<file path="config.mk">
export PLATFORM = sky130hd
export DESIGN_NAME = redmule_eoc_stdout
export DESIGN_NICKNAME = d
export VERILOG_FILES = /design/src/rtl/redmule_eoc_pkg.sv /design/src/rtl/redmule_eoc_char_fifo.sv /design/src/rtl/redmule_eoc_stdout.sv
export SDC_FILE = /design/constraint.sdc
export NUM_CORES = 1
export LEC_CHECK = 0
export CAP_MARGIN = 5
export CORE_UTILIZATION = 47
export DETAILED_ROUTE_END_ITERATION = 10
export PLACE_DENSITY = 0.84
export REMOVE_ABC_BUFFERS = 1
export SLEW_MARGIN = 20
export SYNTH_ARGS = -nofsm -noshare
export SYNTH_HDL_FRONTEND = slang
export SYNTH_SLANG_ARGS = --single-unit
</file>
<file path="constraint.sdc">
create_clock -name clk_i -period 3.5 [get_ports clk_i]
set_input_delay 0.7 -clock clk_i [delete_from_list [all_inputs] [get_ports clk_i]]
set_output_delay 0.7 -clock clk_i [all_outputs]
set_load 0.02 [all_outputs]
</file>
<file path="src/rtl/redmule_eoc_pkg.sv">
// Shared constants for the RedMulE virtual-peripheral responder: register offsets,
// response FSM states, STATUS bit positions and the byte-enable mask helper.
package redmule_eoc_pkg;

    localparam logic [3:0] EOC_OFF    = 4'h0;
    localparam logic [3:0] PUTC_OFF   = 4'h4;
    localparam logic [3:0] STATUS_OFF = 4'h8;
    localparam logic [3:0] TS_OFF     = 4'hC;

    typedef enum logic {
        IDLE = 1'b0,
        RESP = 1'b1
    } eoc_state_e;

    localparam int STS_EMPTY = 0;
    localparam int STS_FULL  = 1;
    localparam int STS_EOC   = 2;
    localparam int STS_ERR   = 3;

    // Expand a 4-bit byte enable into a 32-bit data mask.
    function automatic logic [31:0] be_to_mask(input logic [3:0] be);
        return {{8{be[3]}}, {8{be[2]}}, {8{be[1]}}, {8{be[0]}}};
    endfunction

endpackage

</file>
<file path="src/rtl/redmule_eoc_char_fifo.sv">
// Character FIFO: circular buffer with wrapping pointers and an occupancy count.
// The head byte is read straight from storage and qualified by valid_o.
module redmule_eoc_char_fifo
    import redmule_eoc_pkg::*;
#(
    parameter int DEPTH = 16,
    parameter int CNT_W = $clog2(DEPTH) + 1
) (
    input  logic             clk_i,
    input  logic             rst_i,
    input  logic             push_i,
    input  logic [7:0]       data_i,
    output logic             full_o,
    output logic             empty_o,
    output logic             valid_o,
    input  logic             ready_i,
    output logic [7:0]       data_o,
    output logic [CNT_W-1:0] count_o
);

    localparam int PTR_W = $clog2(DEPTH);

    logic [7:0]       mem_q [DEPTH];
    logic [PTR_W-1:0] wr_ptr_q, wr_ptr_d;
    logic [PTR_W-1:0] rd_ptr_q, rd_ptr_d;
    logic [CNT_W-1:0] count_q, count_d;
    logic             do_push, do_pop;

    assign full_o  = (count_q == CNT_W'(DEPTH));
    assign empty_o = (count_q == '0);
    assign valid_o = ~empty_o;
    assign count_o = count_q;
    // Gate the head so it reads zero while empty rather than stale storage.
    assign data_o  = valid_o ? mem_q[rd_ptr_q] : 8'h00;

    assign do_push = push_i & ~full_o;
    assign do_pop  = valid_o & ready_i;

    always_comb begin
        wr_ptr_d = wr_ptr_q;
        rd_ptr_d = rd_ptr_q;
        count_d  = count_q;
        if (do_push) wr_ptr_d = wr_ptr_q + PTR_W'(1);
        if (do_pop)  rd_ptr_d = rd_ptr_q + PTR_W'(1);
        case ({do_push, do_pop})
            2'b10:   count_d = count_q + CNT_W'(1);
            2'b01:   count_d = count_q - CNT_W'(1);
            default: count_d = count_q;
        endcase
    end

    always_ff @(posedge clk_i) begin
        if (rst_i) begin
            wr_ptr_q <= '0;
            rd_ptr_q <= '0;
            count_q  <= '0;
        end else begin
            wr_ptr_q <= wr_ptr_d;
            rd_ptr_q <= rd_ptr_d;
            count_q  <= count_d;
        end
    end

    always_ff @(posedge clk_i) begin
        if (do_push && !rst_i) mem_q[wr_ptr_q] <= data_i;
    end

endmodule

</file>
<file path="src/rtl/redmule_eoc_stdout.sv">
// TCDM-style slave for the 0x8000_0000 virtual-peripheral window: EOC exit code,
// putchar FIFO, status. Optional cycle timestamp at 0xC under REDMULE_EOC_TIMESTAMP_EN.
module redmule_eoc_stdout
    import redmule_eoc_pkg::*;
#(
    parameter logic [31:0] BASE_ADDR  = 32'h8000_0000,
    parameter int          FIFO_DEPTH = 16,
    parameter int          CNT_W      = $clog2(FIFO_DEPTH) + 1
) (
    input  logic        clk_i,
    input  logic        rst_i,
    input  logic        req_i,
    output logic        gnt_o,
    input  logic [31:0] add_i,
    input  logic        wen_i,
    input  logic [3:0]  be_i,
    input  logic [31:0] data_i,
    output logic [31:0] r_data_o,
    output logic        r_valid_o,
    output logic        char_valid_o,
    input  logic        char_ready_i,
    output logic [7:0]  char_data_o,
    output logic        eoc_o,
    output logic [31:0] exit_code_o,
    output logic        addr_err_o
);

    // Bus handshake: a request is accepted in the cycle where req_i & gnt_o;
    // exactly one r_valid_o pulse follows in the next cycle, with r_data_o.

    eoc_state_e       state_q, state_d;
    logic [31:0]      r_data_q, r_data_d;
    logic [31:0]      exit_code_q, exit_code_d;
    logic             eoc_q, eoc_d;
    logic             addr_err_q, addr_err_d;

    logic             in_win;
    logic [1:0]       reg_sel;
    logic             sel_eoc, sel_putc, sel_status, sel_ts;
    logic             putc_wr;
    logic             fifo_push, fifo_full, fifo_empty;
    logic [CNT_W-1:0] fifo_count;
    logic             unused_addr_lsbs;

    assign unused_addr_lsbs = ^add_i[1:0];

    assign in_win     = (add_i[31:4] == BASE_ADDR[31:4]);
    assign reg_sel    = add_i[3:2];
    assign sel_eoc    = in_win & (reg_sel == EOC_OFF[3:2]);
    assign sel_putc   = in_win & (reg_sel == PUTC_OFF[3:2]);
    assign sel_status = in_win & (reg_sel == STATUS_OFF[3:2]);
    assign sel_ts     = in_win & (reg_sel == TS_OFF[3:2]);

    // Only a byte-carrying putchar into a full FIFO is ever stalled; the pop
    // side deliberately has no path into gnt_o.
    assign putc_wr   = sel_putc & ~wen_i & be_i[0];
    assign gnt_o     = req_i & ~(putc_wr & fifo_full);
    assign fifo_push = gnt_o & putc_wr;

`ifdef REDMULE_EOC_TIMESTAMP_EN
    logic [31:0] ts_q, ts_d;

    always_comb begin
        ts_d = eoc_q ? ts_q : ts_q + 32'd1;
        if (gnt_o && sel_ts && !wen_i) ts_d = '0;
    end

    always_ff @(posedge clk_i) begin
        if (rst_i) ts_q <= '0;
        else       ts_q <= ts_d;
    end
`endif

    always_comb begin
        state_d = state_q;
        case (state_q)
            IDLE:    if (gnt_o)  state_d = RESP;
            RESP:    if (!gnt_o) state_d = IDLE;
            default: state_d = IDLE;
        endcase
    end

    always_comb begin
        r_data_d = '0;
        if (gnt_o && wen_i) begin
            if (sel_eoc) begin
                r_data_d = exit_code_q;
            end else if (sel_putc) begin
                r_data_d = 32'(fifo_count);
            end else if (sel_status) begin
                r_data_d[STS_EMPTY] = fifo_empty;
                r_data_d[STS_FULL]  = fifo_full;
                r_data_d[STS_EOC]   = eoc_q;
                r_data_d[STS_ERR]   = addr_err_q;
            end else if (sel_ts) begin
`ifdef REDMULE_EOC_TIMESTAMP_EN
                r_data_d = ts_q;
`else
                r_data_d = '0;
`endif
            end
        end
    end

    always_comb begin
        exit_code_d = exit_code_q;
        eoc_d       = eoc_q;
        addr_err_d  = addr_err_q | (gnt_o & ~in_win);
        // First EOC write wins; later ones are accepted but dropped.
        if (gnt_o && sel_eoc && !wen_i && !eoc_q) begin
            exit_code_d = data_i & be_to_mask(be_i);
            eoc_d       = 1'b1;
        end
    end

    always_ff @(posedge clk_i) begin
        if (rst_i) begin
            state_q     <= IDLE;
            r_data_q    <= '0;
            exit_code_q <= '0;
            eoc_q       <= 1'b0;
            addr_err_q  <= 1'b0;
        end else begin
            state_q     <= state_d;
            r_data_q    <= r_data_d;
            exit_code_q <= exit_code_d;
            eoc_q       <= eoc_d;
            addr_err_q  <= addr_err_d;
        end
    end

    assign r_valid_o   = (state_q == RESP);
    assign r_data_o    = r_data_q;
    assign eoc_o       = eoc_q;
    assign exit_code_o = exit_code_q;
    assign addr_err_o  = addr_err_q;

    redmule_eoc_char_fifo #(
        .DEPTH (FIFO_DEPTH),
        .CNT_W (CNT_W)
    ) u_char_fifo (
        .clk_i   (clk_i),
        .rst_i   (rst_i),
        .push_i  (fifo_push),
        .data_i  (data_i[7:0]),
        .full_o  (fifo_full),
        .empty_o (fifo_empty),
        .valid_o (char_valid_o),
        .ready_i (char_ready_i),
        .data_o  (char_data_o),
        .count_o (fifo_count)
    );

endmodule

</file>
**Cell area per tile**

The bar under the picture is 50 um long. 13 x 13 tiles, from dark blue (low) to red (high), 0 to 100% covered.
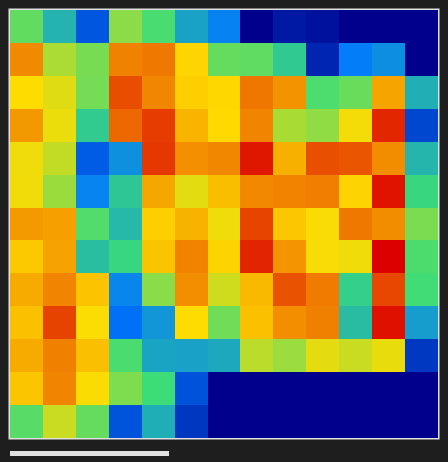
tiles over 75% full = 40%
densest ninth of the die = middle
mean over tiles = 58%
fullest tile = 100%
nearly empty tiles = 11%

**Placement by cell class**

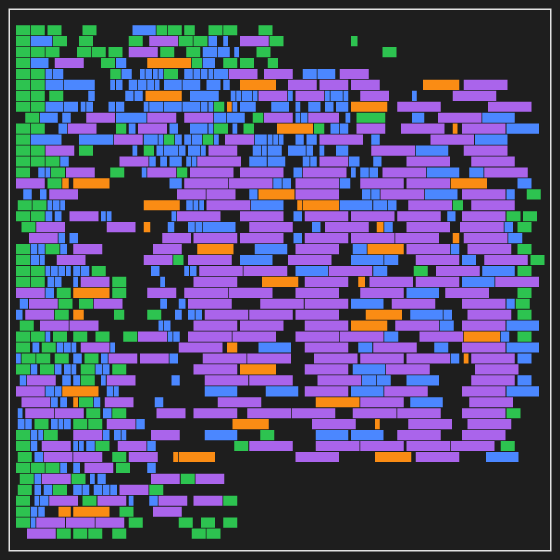
clock drivers and dummy loads -> orange  # cells 40
remaining buffers and delay cells -> green  # cells 165
remaining logic cells -> blue  # cells 316
registers -> purple  # cells 212
final design instance area without fill: 10,670 um^2
Site Rows: 47
sequential portion of the cell area: 51.78%

**Routing congestion map**

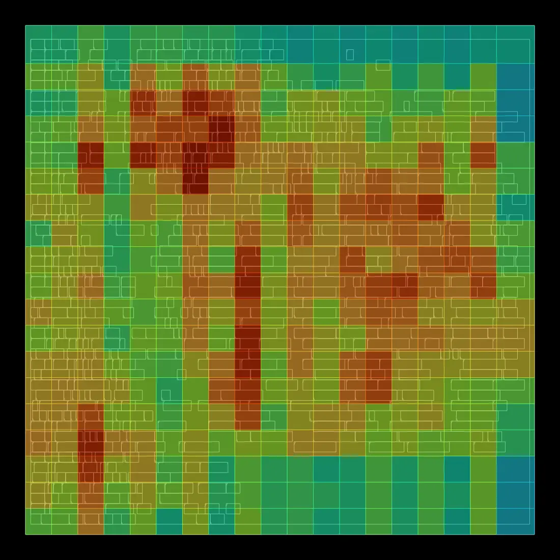
GR Util met2: 39.06%
met3 usage in global routing: 5.707%
met1 Use GR: 26.26%
Routed wire per std cell: 20.25 um

==> impl_results.html <==
<h2>Implementation results</h2>
<table>
<tr><th>Metric</th><th>Value</th></tr>
<tr><th colspan="2">CTS</th></tr>
<tr><td>H-Tree Level Count</td><td>1</td></tr>
<tr><td>Maximum clock path buffer count</td><td>3</td></tr>
<tr><td>Number of buffers added to fix hold violations after cts</td><td>0</td></tr>
<tr><td>Total clock sinks</td><td>between 200 and 250</td></tr>
<tr><td>Number of CTS-inserted buffers</td><td>22</td></tr>
<tr><th colspan="2">Finish</th></tr>
<tr><td>Most flops, register</td><td>u_char_fifo.mem_q</td></tr>
<tr><td>Number of flip-flops in the largest register</td><td>~130</td></tr>
<tr><td>Layout Cells excl Fill</td><td>953</td></tr>
<tr><td>Area added between synthesis and finish</td><td>29.91%</td></tr>
<tr><td>Final core area utilization</td><td>a little under two thirds</td></tr>
<tr><td>Antenna Diode Count</td><td>0</td></tr>
<tr><th colspan="2">Power</th></tr>
<tr><td>Total power draw</td><td>around 5.1 mW</td></tr>
<tr><td>Pwr/cell area</td><td>476.3 nW/um^2</td></tr>
<tr><th colspan="2">Job</th></tr>
<tr><td>Max cap viols</td><td>0</td></tr>
<tr><td>Number of logged tool warnings</td><td>30</td></tr>
<tr><th colspan="2">Outcome</th></tr>
<tr><td>Result of the run</td><td>completed</td></tr>
<tr><th colspan="2">Logic synthesis</th></tr>
<tr><td>Share of the yosys chip area belonging to registers</td><td>67.25%</td></tr>
<tr><td>Syn. warnings</td><td>0</td></tr>
<tr><td>Post-Syn Area</td><td>slightly above 8000 um^2</td></tr>
<tr><td>List of most frequent post-synthesis cells</td><td>128 x sky130_fd_sc_hd__edfxtp_1, 84 x sky130_fd_sc_hd__dfxtp_1, 40 x sky130_fd_sc_hd__a21oi_1</td></tr>
<tr><td>Adder-cell share of the synthesized area</td><td>1.614%</td></tr>
<tr><td>Post-synthesis average cell area</td><td>~15 um^2</td></tr>
<tr><td>Flip-flop and latch count after synthesis</td><td>between 200 and 250</td></tr>
<tr><td>Multiplexer share of the synthesized area</td><td>a little under an eighth</td></tr>
<tr><td>Cell taking the most area after synthesis</td><td>sky130_fd_sc_hd__edfxtp_1</td></tr>
<tr><td>Distinct cell type count after synthesis</td><td>between 40 and 50</td></tr>
<tr><th colspan="2">Die</th></tr>
<tr><td>I/O pin cnt</td><td>approximately 150</td></tr>
<tr><td>Core outline area</td><td>approximately 17,000 um^2</td></tr>
<tr><td>Width of the die</td><td>approximately 130 um</td></tr>
<tr><th colspan="2">Worst hold path</th></tr>
<tr><td>Number of cells on the worst hold path</td><td>2</td></tr>
<tr><td>Hold Path End</td><td>exit_code_o[9]</td></tr>
<tr><td>Hold Path Class</td><td>flip-flop to flip-flop</td></tr>
<tr><th colspan="2">STA</th></tr>
<tr><td>Rel. slew slack</td><td>between 50% and 60%</td></tr>
<tr><td>Final-report max-slew violation count</td><td>0</td></tr>
<tr><td>Final tally of setup violations</td><td>0</td></tr>
<tr><td>Final hold viol count</td><td>0</td></tr>
<tr><td>Clock Skew</td><td>just under 20 ps</td></tr>
<tr><td>Worst Max-Slew Pin Slew</td><td>~730 ps</td></tr>
<tr><th colspan="2">Critical path</th></tr>
<tr><td>Worst setup path start</td><td>be_i[0]</td></tr>
<tr><td>R2R Path End</td><td>u_char_fifo.count_o[4]</td></tr>
<tr><td>Worst reg-to-reg setup slack</td><td>about 290 ps</td></tr>
<tr><td>Type of the setup path with the least slack</td><td>primary input to flip-flop</td></tr>
<tr><td>Crit Path Max Fanout</td><td>4</td></tr>
<tr><td>Category of the worst setup path capture point</td><td>flip-flop</td></tr>
<tr><td>Critical register-to-register path startpoint</td><td>u_char_fifo.count_o[0]</td></tr>
<tr><td>Register-to-Register Path Depth</td><td>12</td></tr>
<tr><th colspan="2">Place</th></tr>
<tr><td>Global placement routability congestion</td><td>between 0.7 and 0.8</td></tr>
<tr><td>Placement Setup Slack</td><td>-441.5 ps</td></tr>
<tr><td>Inst Count DP</td><td>just over 900</td></tr>
<tr><td>Number of buffers inserted by port buffering</td><td>147</td></tr>
<tr><td>Final HPWL from detailed placement</td><td>12,780 um</td></tr>
<tr><td>Placed standard-cell area</td><td>a little under 10,000 um^2</td></tr>
<tr><th colspan="2">Drt</th></tr>
<tr><td>Detailed-route DRC error count</td><td>0</td></tr>
<tr><td>Via density</td><td>5.562</td></tr>
<tr><td>Drt total wl</td><td>around 19,000 um</td></tr>
<tr><td>Number of nets with antenna violations after detailed routing</td><td>0</td></tr>
<tr><td>First drt pass iteration count</td><td>7</td></tr>
<tr><td>Routed vias</td><td>between 5,000 and 6,000</td></tr>
<tr><td>Number of DRC markers in iteration 0</td><td>around 420</td></tr>
<tr><th colspan="2">Global route</th></tr>
<tr><td>Antenna violations before repair</td><td>0</td></tr>
<tr><td>Largest net degree at the start of global routing</td><td>about 44</td></tr>
<tr><td>Number of global-route vias before repair</td><td>approximately 5,500</td></tr>
<tr><td>Total global-route track usage</td><td>21.87%</td></tr>
</table>
**Cell sizes after repair**

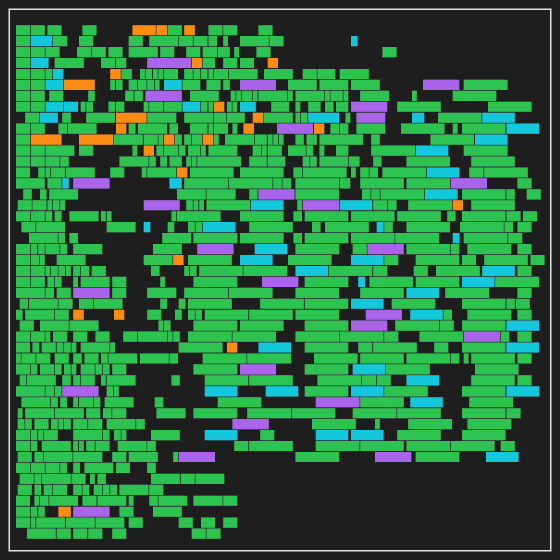
x1 and smaller -> green  # cells 631, share 86%, most used clkdlybuf4s50_1
x6 and larger -> purple  # cells 26, share 3.5%, most used clkbuf_16
x2 -> cyan  # cells 51, share 7.0%, most used mux4_2
x3 and x4 -> orange  # cells 25, share 3.4%, most used buf_4
final setup slack of the worst path: 111.9 ps
Buffers, non-clock: 165

**Signal metal coverage by tile**

The bar under the picture is 50 um long. 27 x 27 tiles, from dark blue (low) to red (high), scaled to the fullest tile. Values are wire area over tile area, all layers added.
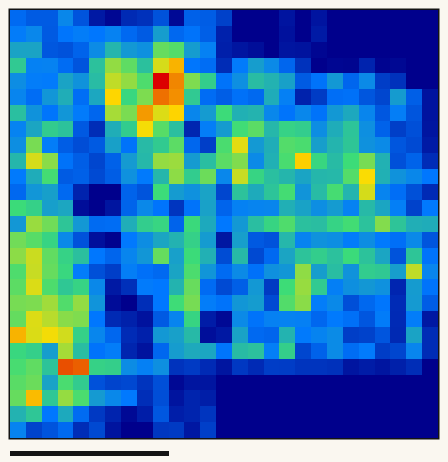
tiles over half the peak = 14%
emptiest ninth of the die = bottom right
mean over tiles = 0.18
nearly empty tiles = 15%
fullest tile = 0.64

[metal layers]
metal | GRT usage (%) | up-vias | part of all wire (%)
li1 | - | 2396 | -
met1 | 26.26 | 2612 | 39
met2 | 39.06 | 264 | 51
met3 | 5.707 | 29 | 8.5
met4 | 5.431 | 0 | 1.8
met5 | 0 | - | 0
[final cells by class]
class | count | area (um^2)
tap | 220 | 275.3
clock buffer | 29 | 598.1
clock inverter | 11 | 112.6
timing repair buffer | 165 | 1614
multi-input combinational | 305 | 2506
sequential | 212 | 5527
fill | 1178 | 6145
inverter | 11 | 41.29
[where the power goes]
group          internal [mW]  total, mW  switching, mW  leakage, nW
sequential              2.64       2.64       0.000956         1.83
combinational         0.0834      0.153         0.0693         1.39
clock                   1.36       2.29          0.931        0.344
total                   4.08       5.08           1.00         3.57
[placed cells by master (no fill, tap or decap), types with 2 or more instances in the layout]
master / instances
sky130_fd_sc_hd__a21o_1: 2
sky130_fd_sc_hd__a21oi_1: 40
sky130_fd_sc_hd__and2_1: 28
sky130_fd_sc_hd__and3_1: 20
sky130_fd_sc_hd__buf_4: 17
sky130_fd_sc_hd__bufinv_16: 2
sky130_fd_sc_hd__clkbuf_1: 6
sky130_fd_sc_hd__clkbuf_16: 23
sky130_fd_sc_hd__clkdlybuf4s50_1: 146
sky130_fd_sc_hd__clkinv_2: 5
sky130_fd_sc_hd__clkinvlp_4: 2
sky130_fd_sc_hd__dfxtp_1: 83
sky130_fd_sc_hd__edfxtp_1: 128
sky130_fd_sc_hd__ha_1: 9
sky130_fd_sc_hd__inv_1: 11
sky130_fd_sc_hd__mux2i_1: 24
sky130_fd_sc_hd__mux4_2: 32
sky130_fd_sc_hd__nand2_1: 37
sky130_fd_sc_hd__nand3_1: 37
sky130_fd_sc_hd__nand4_1: 2
sky130_fd_sc_hd__nor2_1: 22
sky130_fd_sc_hd__nor2b_1: 4
sky130_fd_sc_hd__nor3_1: 4
sky130_fd_sc_hd__nor4_2: 5
sky130_fd_sc_hd__nor4_4: 2
sky130_fd_sc_hd__o21a_1: 3
sky130_fd_sc_hd__o22a_1: 2
sky130_fd_sc_hd__o22ai_1: 8
sky130_fd_sc_hd__xnor2_1: 3
sky130_fd_sc_hd__xor2_1: 3
[cell families after synthesis]
group / Yosys count
muxes: 57
adders and majority gates: 10
xor gates and xnor gates: 6
DFF: 212
buffers and inverters: 44
and+or+nand+nor: 173
AOI/OAI and AO/OA: 59
[critical path: stages]
cell	delay, ps
sky130_fd_sc_hd__clkdlybuf4s50_1	570
sky130_fd_sc_hd__and4bb_2	280
sky130_fd_sc_hd__nand2_1	100
sky130_fd_sc_hd__nor4b_4	350
sky130_fd_sc_hd__inv_1	80
sky130_fd_sc_hd__ha_1	250
sky130_fd_sc_hd__ha_1	320
sky130_fd_sc_hd__nor2b_1	260
sky130_fd_sc_hd__o21ai_2	110
sky130_fd_sc_hd__nand3_1	100
sky130_fd_sc_hd__or3b_1	360
sky130_fd_sc_hd__mux2_2	290
[repair_timing]
action	CTS	global route
setup endpoints to repair	0	9
resized	0	8
buffers inserted	0	0
No activity file was given, so power comes from the tool's default toggle rates.
